Fig. 1: cell classes on the final placement
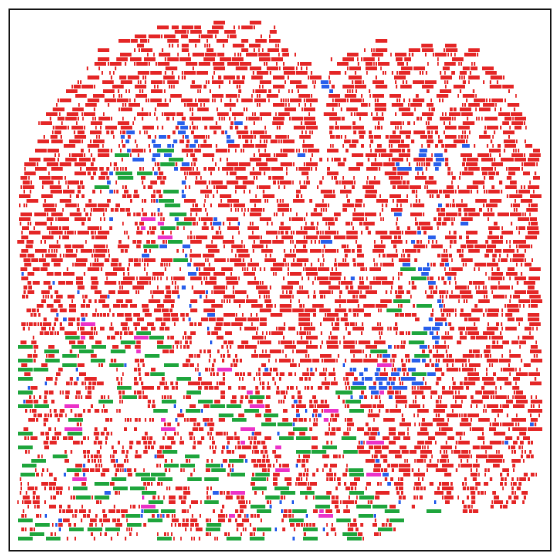
Fig. 2: clock routing
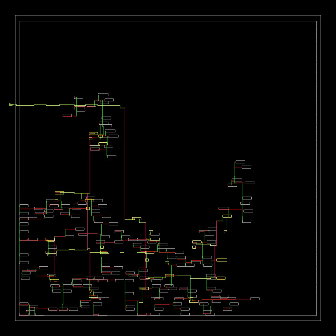
Fig. 3: sizing map
Scale bar: 100 um.
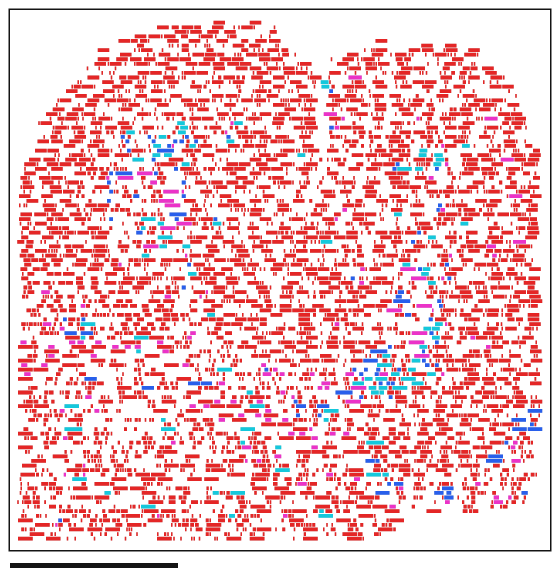
<file path="config.mk">
export PLATFORM = sky130hd
export DESIGN_NAME = band_power
export DESIGN_NICKNAME = d
export VERILOG_FILES = /design/src/rtl/eeg_feat_pkg.sv /design/src/rtl/band_power_sq_term.sv /design/src/rtl/band_power.sv
export SDC_FILE = /design/constraint.sdc
export NUM_CORES = 2
export LEC_CHECK = 0
export CELL_PAD_IN_SITES_DETAIL_PLACEMENT = 0
export CELL_PAD_IN_SITES_GLOBAL_PLACEMENT = 1
export CORE_MARGIN = 4
export CORE_UTILIZATION = 40
export CTS_CLUSTER_SIZE = 14
export DETAILED_ROUTE_END_ITERATION = 10
export DONT_BUFFER_PORTS = 1
export GPL_TIMING_DRIVEN = 0
export HOLD_SLACK_MARGIN = 0.06
export MAX_ROUTING_LAYER = met4
export PLACE_DENSITY_LB_ADDON = 0.08
export SLEW_MARGIN = 20
export SYNTH_ARGS = -nofsm -noshare
export SYNTH_HDL_FRONTEND = slang
export SYNTH_SLANG_ARGS = --single-unit
</file>
<file path="constraint.sdc">
create_clock -name clk -period 8.7 [get_ports clk]
set_clock_uncertainty 0.15 [all_clocks]
set_input_delay 1.305 -clock clk [delete_from_list [all_inputs] [get_ports clk]]
set_output_delay 1.305 -clock clk [all_outputs]
set_load 0.01 [all_outputs]
</file>
<file path="src/rtl/eeg_feat_pkg.sv">
`default_nettype none
// ============================================================================
// Module  : eeg_feat_pkg
// Purpose : Shared defaults and helpers for the EEG feature-extraction blocks
//           (band_power and its siblings).
// Contents: DATA_W_DEF  - default filter-output sample width
//           OUT_W_DEF   - default feature output width
//           sat_trunc() - clamp an unsigned value to the largest w-bit value
// Revision: 1.0 - initial release
// ============================================================================
package eeg_feat_pkg;

  localparam int DATA_W_DEF = 32;
  localparam int OUT_W_DEF  = 32;

  // Widest value sat_trunc can handle; feature accumulators stay below this.
  localparam int SAT_MAX_W  = 128;

  // Returns min(v, 2^w - 1). The caller narrows the result to w bits; the
  // wide return type lets one function serve every output width.
  function automatic logic [SAT_MAX_W-1:0] sat_trunc(
    input logic [SAT_MAX_W-1:0] v,
    input int unsigned          w
  );
    logic [SAT_MAX_W-1:0] lim;
    if (w >= SAT_MAX_W) lim = '1;
    else                lim = (SAT_MAX_W'(1) << w) - SAT_MAX_W'(1);
    return (v > lim) ? lim : v;
  endfunction

endpackage : eeg_feat_pkg
`default_nettype wire

</file>
<file path="src/rtl/band_power_sq_term.sv">
`default_nettype none
// ============================================================================
// Module  : sq_term
// Purpose : Front two pipeline stages of band_power: magnitude capture and
//           scaled square, with a matching valid pipe.
// Ports   : clk      - clock, rising edge
//           reset    - asynchronous reset, active low
//           clear    - synchronous flush of the valid pipe
//           in_valid - x carries a sample
//           x        - signed sample
//           term_valid - term carries a squared sample
//           term     - (|x|*|x|) >> SQ_SHIFT, unsigned
// Revision: 1.0 - initial release
// ============================================================================
module sq_term #(
  parameter int DATA_W   = 32,
  parameter int SQ_SHIFT = 24,
  parameter int TERM_W   = 2*DATA_W - SQ_SHIFT
) (
  input  logic                     clk,
  input  logic                     reset,
  input  logic                     clear,
  input  logic                     in_valid,
  input  logic signed [DATA_W-1:0] x,
  output logic                     term_valid,
  output logic [TERM_W-1:0]        term
);

  logic [DATA_W-1:0]   w_abs;
  logic [2*DATA_W-1:0] w_mag_ext;
  logic [2*DATA_W-1:0] w_sq;

  logic                r_v1;
  logic [DATA_W-1:0]   r_mag;
  logic                r_v2;
  logic [TERM_W-1:0]   r_term;

  // Negating the most negative input wraps to 100..0, which read as unsigned
  // is exactly 2^(DATA_W-1), so no extra bit is needed for the magnitude.
  assign w_abs     = x[DATA_W-1] ? $unsigned(-x) : $unsigned(x);
  assign w_mag_ext = {{DATA_W{1'b0}}, r_mag};
  assign w_sq      = w_mag_ext * w_mag_ext;

  always_ff @(posedge clk or negedge reset) begin
    if (!reset) begin
      r_v1   <= 1'b0;
      r_mag  <= '0;
      r_v2   <= 1'b0;
      r_term <= '0;
    end else begin
      // clear drops both the incoming sample and anything already in flight
      r_v1 <= in_valid & ~clear;
      r_v2 <= r_v1 & ~clear;
      if (in_valid) r_mag  <= w_abs;
      if (r_v1)     r_term <= TERM_W'(w_sq >> SQ_SHIFT);
    end
  end

  assign term_valid = r_v2;
  assign term       = r_term;

endmodule : sq_term
`default_nettype wire

</file>
<file path="src/rtl/band_power.sv">
`default_nettype none
// ============================================================================
// Module  : band_power
// Purpose : Windowed mean-power estimator. Squares each accepted sample,
//           sums 2^WIN_LOG2 of them and emits the saturated mean with a
//           one-cycle strobe and a threshold-compare flag.
// Ports   : clk       - clock, rising edge
//           reset     - asynchronous reset, active low
//           clear     - synchronous window restart (drops in-flight samples)
//           in_valid  - x carries a sample
//           x         - signed filter output sample
//           thr       - unsigned detection threshold
//           power     - mean power of the last completed window
//           out_valid - one-cycle pulse when power/above update
//           above     - power > thr, sampled when power updates
// Revision: 1.0 - initial release
// ============================================================================
module band_power
  import eeg_feat_pkg::*;
#(
  parameter int DATA_W   = DATA_W_DEF,
  parameter int WIN_LOG2 = 8,
  parameter int SQ_SHIFT = 24,
  parameter int OUT_W    = OUT_W_DEF
) (
  input  logic                     clk,
  input  logic                     reset,
  input  logic                     clear,
  input  logic                     in_valid,
  input  logic signed [DATA_W-1:0] x,
  input  logic [OUT_W-1:0]         thr,
  output logic [OUT_W-1:0]         power,
  output logic                     out_valid,
  output logic                     above
);

  localparam int TERM_W = 2*DATA_W - SQ_SHIFT;
  // Sized for 2^WIN_LOG2 full-scale terms, so the sum never wraps.
  localparam int ACC_W  = TERM_W + WIN_LOG2;

  logic                w_term_valid;
  logic [TERM_W-1:0]   w_term;
  logic [ACC_W-1:0]    w_sum;
  logic [OUT_W-1:0]    w_pow;
  logic                w_last;

  logic [ACC_W-1:0]    r_acc;
  logic [WIN_LOG2-1:0] r_cnt;

  sq_term #(
    .DATA_W   (DATA_W),
    .SQ_SHIFT (SQ_SHIFT),
    .TERM_W   (TERM_W)
  ) u_sq_term (
    .clk        (clk),
    .reset      (reset),
    .clear      (clear),
    .in_valid   (in_valid),
    .x          (x),
    .term_valid (w_term_valid),
    .term       (w_term)
  );

  assign w_sum  = r_acc + ACC_W'(w_term);
  assign w_pow  = OUT_W'(sat_trunc(SAT_MAX_W'(w_sum >> WIN_LOG2), OUT_W));
  // All-ones count means this term closes the window.
  assign w_last = &r_cnt;

  always_ff @(posedge clk or negedge reset) begin
    if (!reset) begin
      r_acc     <= '0;
      r_cnt     <= '0;
      power     <= '0;
      above     <= 1'b0;
      out_valid <= 1'b0;
    end else begin
      out_valid <= 1'b0;
      if (clear) begin
        // power/above deliberately hold their last window's result
        r_acc <= '0;
        r_cnt <= '0;
      end else if (w_term_valid) begin
        r_cnt <= r_cnt + 1'b1;  // wraps to 0 exactly at the window end
        if (w_last) begin
          r_acc     <= '0;
          power     <= w_pow;
          above     <= (w_pow > thr);
          out_valid <= 1'b1;
        end else begin
          r_acc <= w_sum;
        end
      end
    end
  end

endmodule : band_power
`default_nettype wire

</file>
==> impl_metrics.csv <==
group,metric,value,unit
route,dr_total_vias,29400,
timing,min_period_over_period,97.5,%
synthesis,edf_count,0,
setup_path,crit_path_frequent_cell,"fa_1",
route,antenna_left,0,
setup_path,critPathTopFamily,"adder cells",
setup_path,critPathKind,"register to register",
placed_design,dp_slack,-2.62,ns
setup_path,cp_data_arrival_time,8.70,ns
global_route,grt_pass1_vias,31500,
floorplan,die_x,322,um
setup_path,critPathBufInv,6,
global_route,grt_overflow_total,0,
global_route,grt_max_degree,165,
timing,relSlewSlack,29.6,%
setup_path,slowest_stage,"fa_2",
clocking,hold_buffers,0,
setup_path,critPathRequiredTime,8.92,ns
final_layout,fill_cells,9810,
setup_path,regToRegStartpoint,"u_sq_term.r_mag[21]",
placed_design,post-dp-hpwl,114000,um
setup_path,cpPeakStageDelay,0.64,ns
min_path,hold-path-endpoint,"r_acc[6]",
timing,fin_ws,0.221,ns
synthesis,fp_nets,5527,
timing,fmax,0.118,GHz
outcome,status,"complete, no violations",
synthesis,ys_cells,4290,
min_path,worstHoldPathType,"register to register",
final_layout,layout_top_cells,"inv_1 (1062), fa_1 (791), nand2_1 (378)",
synthesis,ys_ff,164,
placed_design,gp_congestion,0.996,
-- Fig. 1 (at the start) --
- clock drivers and dummy loads: magenta (cells 32; share of their area 1.5%)
- remaining buffers and delay cells: blue (cells 198; share of their area 4.0%)
- sequential cells: green (cells 164; share of their area 10%)
- combinational and other logic: red (cells 3952; share of their area 85%)
sequential share of cell area: 9.64%
num rows: 114

-- Fig. 2 (at the start) --
clock latency on the worst-skew pair: 0.49 ns
Num CTS Buffers: 17
Seq cells: 164

-- Fig. 3 (at the start) --
- _2 cells: magenta (cells 137; share 3.2%; most used mux2_2)
- _0 and _1 cells: red (cells 4014; share 92%; most used inv_1)
- _3 and _4 cells: blue (cells 104; share 2.4%; most used buf_4)
- _6 and larger: cyan (cells 91; share 2.1%; most used clkbuf_8)
area delta synth->final: 9.27%
non-clock buffer count: 198
Finished Cell Area: 43000 sq um

-- how the worst max path moves through the flow --
stage	from	end	slack (ns)	cells past startpoint
finish	u_sq_term.r_mag[21]	u_sq_term.term[34]	0.22	26
global placement	u_sq_term.r_mag[5]	u_sq_term.term[38]	-2.60	27
floorplan	u_sq_term.r_mag[2]	u_sq_term.term[33]	0.57	29
global route	u_sq_term.r_mag[16]	u_sq_term.term[32]	0.002	26
CTS	u_sq_term.r_mag[18]	u_sq_term.term[33]	0.0002	26
detailed placement	u_sq_term.r_mag[5]	u_sq_term.term[38]	-2.62	27
-- metal layers --
layer / part of all wire, % / vias to the layer above / global-route usage, %
li1: - / 13200 / -
met1: 42 / 15200 / 36.7
met2: 48 / 834 / 45.9
met3: 6.2 / 180 / 4.43
met4: 3.6 / 0 / 8.74
met5: 0 / - / -
-- cells in the mapped netlist (4+ instances only) --
library cell	instances	area share, %
nor3_1	14	0.18
dfrtp_1	164	10
or2_2	7	0.11
buf_1	5	0.048
o31ai_1	15	0.29
nand2_1	382	3.6
a31oi_1	50	0.79
nand4_1	36	0.57
a21o_1	53	1.0
or4_4	4	0.11
o21bai_1	23	0.44
clkbuf_1	158	1.5
buf_2	7	0.089
a221oi_1	8	0.18
a21oi_1	168	2.1
and2_1	223	3.5
clkinv_1	4	0.038
xnor2_1	69	1.5
inv_1	1064	10
a211oi_1	7	0.13
a41o_1	4	0.10
a41oi_1	4	0.089
ha_1	372	12
nor2_1	194	1.8
mux2_2	35	1.0
nand4b_1	4	0.089
nand2b_1	23	0.37
xor2_1	89	2.0
nor4_1	6	0.095
nand3_1	20	0.25
nor2b_1	23	0.37
o41ai_1	5	0.11
or4_1	6	0.11
and3_1	12	0.19
a311oi_1	5	0.11
or3_1	8	0.13
o21ai_0	117	1.5
o211ai_1	7	0.13
a22o_1	11	0.24
o21a_1	12	0.23
mux2i_1	8	0.20
a31o_2	14	0.31
fa_1	797	41
-- cell type report --
| type | instances | area share [%] |
|---|---|---|
| Timing Repair Buffer | 35 | 0.707 |
| Clock buffer | 18 | 0.998 |
| Multi-Input combinational cell | 2881 | 71.9 |
| Inverter | 1071 | 9.41 |
| Buffer | 163 | 3.16 |
| Tap cell | 1276 | 3.71 |
| Antenna cell | 8 | 0.0465 |
| Sequential cell | 164 | 9.64 |
| Clock inverter | 14 | 0.407 |
-- metrics by stage --
stage / cell area, sq um / instances / util, %
floorplan: 39400 / 4290 / -
global placement: 41000 / 5566 / 42.2
detailed placement: 41000 / 5566 / 42.2
CTS: 42600 / 5607 / 43.9
global route: 43000 / 5624 / 44.3
finish: 43000 / 5630 / 44.3
-- kinds of logic (layout without fill, tap and decap cells) --
group | Yosys count | count (layout) | synth area share (%)
compound gates | 534 | 534 | 8.59
buf+inv | 1245 | 1301 | 11.9
other cells | 0 | 8 | 0
simple gates | 977 | 977 | 12.0
flops | 164 | 164 | 10.4
mux | 43 | 43 | 1.20
fa+ha+maj | 1169 | 1169 | 52.3
xor+xnor | 158 | 158 | 3.51
-- repair_timing --
item                       CTS  global route
buffers inserted            15            20
gates resized              306            75
pin swaps                   10            11
setup endpoints to repair   40            19
